==> config.mk <==
export PLATFORM = sky130hd
export DESIGN_NAME = rx_i2s
export DESIGN_NICKNAME = d
export VERILOG_FILES = /design/src/rtl/rx_i2s_pkg.sv /design/src/rtl/i2s_rx_sync.sv /design/src/rtl/rx_i2s.sv
export SDC_FILE = /design/constraint.sdc
export NUM_CORES = 1
export LEC_CHECK = 0
export CAP_MARGIN = 20
export CORE_MARGIN = 2
export CORE_UTILIZATION = 40
export DETAILED_ROUTE_END_ITERATION = 8
export SLEW_MARGIN = 25
export SYNTH_ARGS = -nofsm -noshare
export SYNTH_HDL_FRONTEND = slang
export SYNTH_HIERARCHICAL = 1
export SYNTH_SLANG_ARGS = --single-unit
==> constraint.sdc <==
create_clock -name clk_i -period 3.47 [get_ports clk_i]
set_input_delay 0.694 -clock clk_i [delete_from_list [all_inputs] [get_ports clk_i]]
set_output_delay 0.694 -clock clk_i [all_outputs]
set_load 0.05 [all_outputs]
congestion_map.png
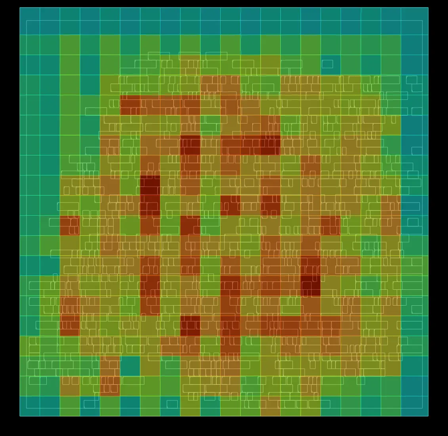
Total GRT Usage: 0.222
M3 GR Usage: 0.0557
Core Util, Final: 0.464

gates.png
Drawn at 3 px/um.
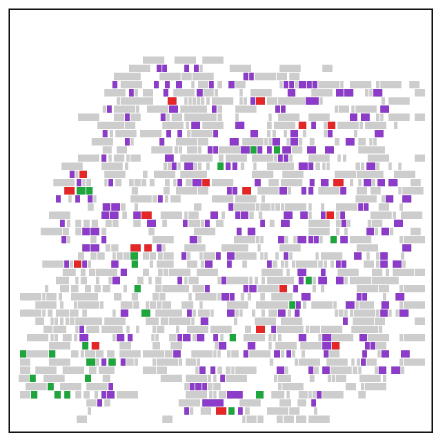
legend:
  aoi and oai cells:
    color: purple
    cells: 232
    most_used: o21ai_0
    where: widely spread
  and/or cells:
    color: green
    cells: 26
    most_used: and2_1
  non-inverting ao/oa cells:
    color: red
    cells: 19
    most_used: o21a_1
final std cells w/o fill: 1149
dominant logic cell type in the layout: nand2_1
Comb/total area: 0.478

sizing.png
Drawn at 3 px/um.
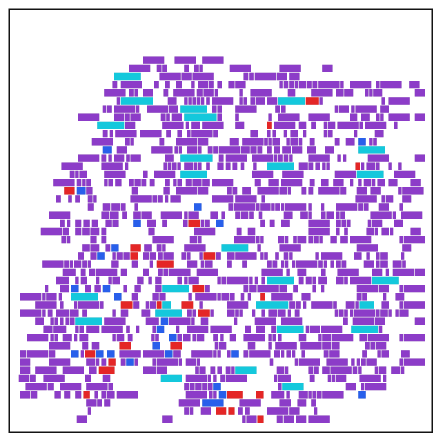
legend:
  x3 and x4:
    color: blue
    cells: 25
    share: 2.7%
  x6 and larger:
    color: cyan
    cells: 26
    share: 2.8%
  x1 and smaller:
    color: purple
    cells: 843
    share: 92%
  x2:
    color: red
    cells: 26
    share: 2.8%
final instance area: 8420 um^2
P&R area growth vs syn: 13.0%
Worst Slack Setup Final: 0.654 ns

m3.png
Drawn at 3 px/um.
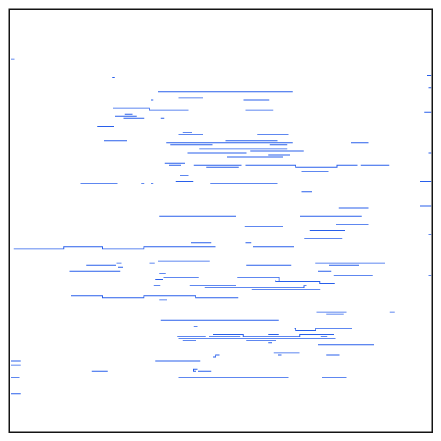
main direction: horizontal
share of all routed wire: 6.0%
WL final: 21.5 mm
vias post-DR: 6616

class_map.png
Drawn at 3 px/um. Fill, decap, tap and diode cells in gray.
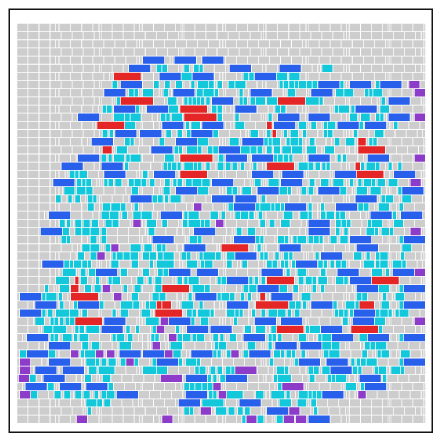
legend:
  clock drivers and dummy loads:
    color: red
    cells: 32
    share_of_their_area: 7.6%
  registers:
    color: blue
    cells: 152
    share_of_their_area: 37%
  remaining buffers and delay cells:
    color: purple
    cells: 42
    share_of_their_area: 4.9%
  remaining logic cells:
    color: cyan
    cells: 694
    share_of_their_area: 50%
flop share of the area: 0.361
Rows: 49
Core ar.: 18100 um^2

==> Changelog: implementation <==
## Flow update

* Max VDD drop at 0.000345 V
* DR iter-0 viols at 549
* Unique cell types at 58
* Largest cells by area: dfxtp_1, nand2_1, mux2i_1
* Vias in the first global route at 6069
* H-tree levels at 4
* Cts repair resizes at 0
* Asr flop ratio synth at 0
* Net Switching at 0.000840 W
* Final-stage net count at 925
* P per Cell Area at 457 nW/um^2
* Power Clock at 0.00197 W
* Setup Slack @ Placement at 0.384 ns
* Logic pwr share at 0.032
* Combinational power at 0.000124 W
* Setup CP Type: register to register
* ANT nets after route at 0
* Leak at 2.86 nW
* Vias per cell at 5.76
* Total power at 0.00385 W
* Port Buffers at 19
* Mean Syn Cell Area at 8.03 um^2
* Fraction of power spent switching nets at 0.218
* Critical Path Fanout Max at 8
* Worst Setup Start Kind: register
* Yosys Chip Area at 7450 um^2
* Clock group share of total power at 0.512
* # placed instances at 1117
* Diode count at 0
* Total CTS buffers at 17
* First-pass GRT wire length at 34.4 mm
* Setup tns final at 0 ns
* Worst hold-check path type: register to register
* Max stage delay on crit path at 0.56 ns
* Max Fclk at 0.355 GHz
* Int Pwr at 0.00301 W
* CP Capture Type: register
* Mapped Nets at 946
* Worst-path clk slew at 0.06 ns
* Main flop type: dfxtp_1
* DRC Markers at 0
* Status: completed
* Mapped Cells at 928
* Area share, top type at 0.408
* Total of max-cap violations at 0
* Worst-path cell chain: inv_1 -> nand2_1 -> inv_1 -> ha_1 -> or3b_1 -> o21a_1 -> nor3_1 -> mux2i_1 -> o21ai_0
* Register area share after synthesis at 0.408
* Final hold vios at 0
* R2r setup slk at 0.65 ns
* Clk sinks at 152
* Mapped Area at 7450 um^2
* Largest power group: clock
* Busiest grt layer: met2
* Die Width at 140 um
* Hold path depth at 1
* Slew headroom at 0.321
* Post-synth EDFFs at 0
* Worst skew pair latency at 0.43 ns
* Slowest cell on the critical path: mux2i_1
* Clk buf depth at 2
* Die area at 19700 um^2
* Placed Area at 7790 um^2
* CTS Hold Bufs at 0
* Reg2Reg Depth at 9
* GRT overflow at 0
* Max FFs per register at 64
* Routability congestion estimate at 0.826
* Initial antenna violation count at 0
* Max Clock Skew at 0.0100 ns
* Root buffer cell: clkbuf_16
* Minimum period implied by the final worst setup slack at 2.82 ns
* Worst-margin pin slew at 1.01 ns
* Sequential share of power at 0.456
* Pins Over Slew Limit at 0
* Cycle use final at 0.811
* IO Pins at 20
* Hold slack at 0.433 ns
* Worst EP required at 3.77 ns
area by class of cell:
class	count	area [um^2]
fillers	1799	9730
multi-input cells	683	4030
flip-flops and latches	152	3040
clock buffers	20	447
repair buffers	42	400
well taps	229	287
clock inverters	12	173
inverters	11	41.3
cell usage after synthesis (3+ instances only):
master,count
a211oi_1,31
a21o_1,3
a21oi_1,57
a221oi_1,5
a22oi_1,18
a2bb2oi_1,5
a311oi_1,17
a31oi_1,5
and2_1,13
and3_1,6
buf_1,5
buf_2,15
buf_4,11
clkbuf_1,51
dfxtp_1,152
ha_1,9
inv_1,11
mux2_2,8
mux2i_1,46
nand2_1,164
nand2b_1,11
nand3_1,26
nand4_1,12
nor2_1,85
nor2b_1,8
nor3_1,17
nor4_1,7
o21a_1,7
o21ai_0,63
o221ai_1,10
o22a_1,3
o22ai_1,5
o311ai_0,3
o31ai_1,5
xnor2_1,8
critical path: cells and delay by family (launching register included):
kind / cells / cell delay, ns
simple gates: 3 / 0.90
mux: 1 / 0.56
buf+inv: 2 / 0.11
compound gates: 2 / 0.43
fa+ha+maj: 1 / 0.33
flops: 1 / 0.35
kinds of logic after synthesis:
logic type	after synthesis	share of synthesized area
AND/OR/NAND/NOR	360	0.215
AND-OR/OR-AND	251	0.222
flip-flops	152	0.408
buffers and inverters	93	0.0549
multiplexers	54	0.0739
XOR/XNOR	9	0.0106
adder cells (fa/ha/maj)	9	0.0151
routing by layer:
layer  routed length, um  vias up  part of all wire
met5                   0        -                 0
met1               10600     3121              0.49
met2                9340      209              0.44
met3                1290       21             0.060
met4                 219        0             0.010
li1                    -     3265                 -
Power figures rest on the tool's default switching activity, not on a simulated workload.
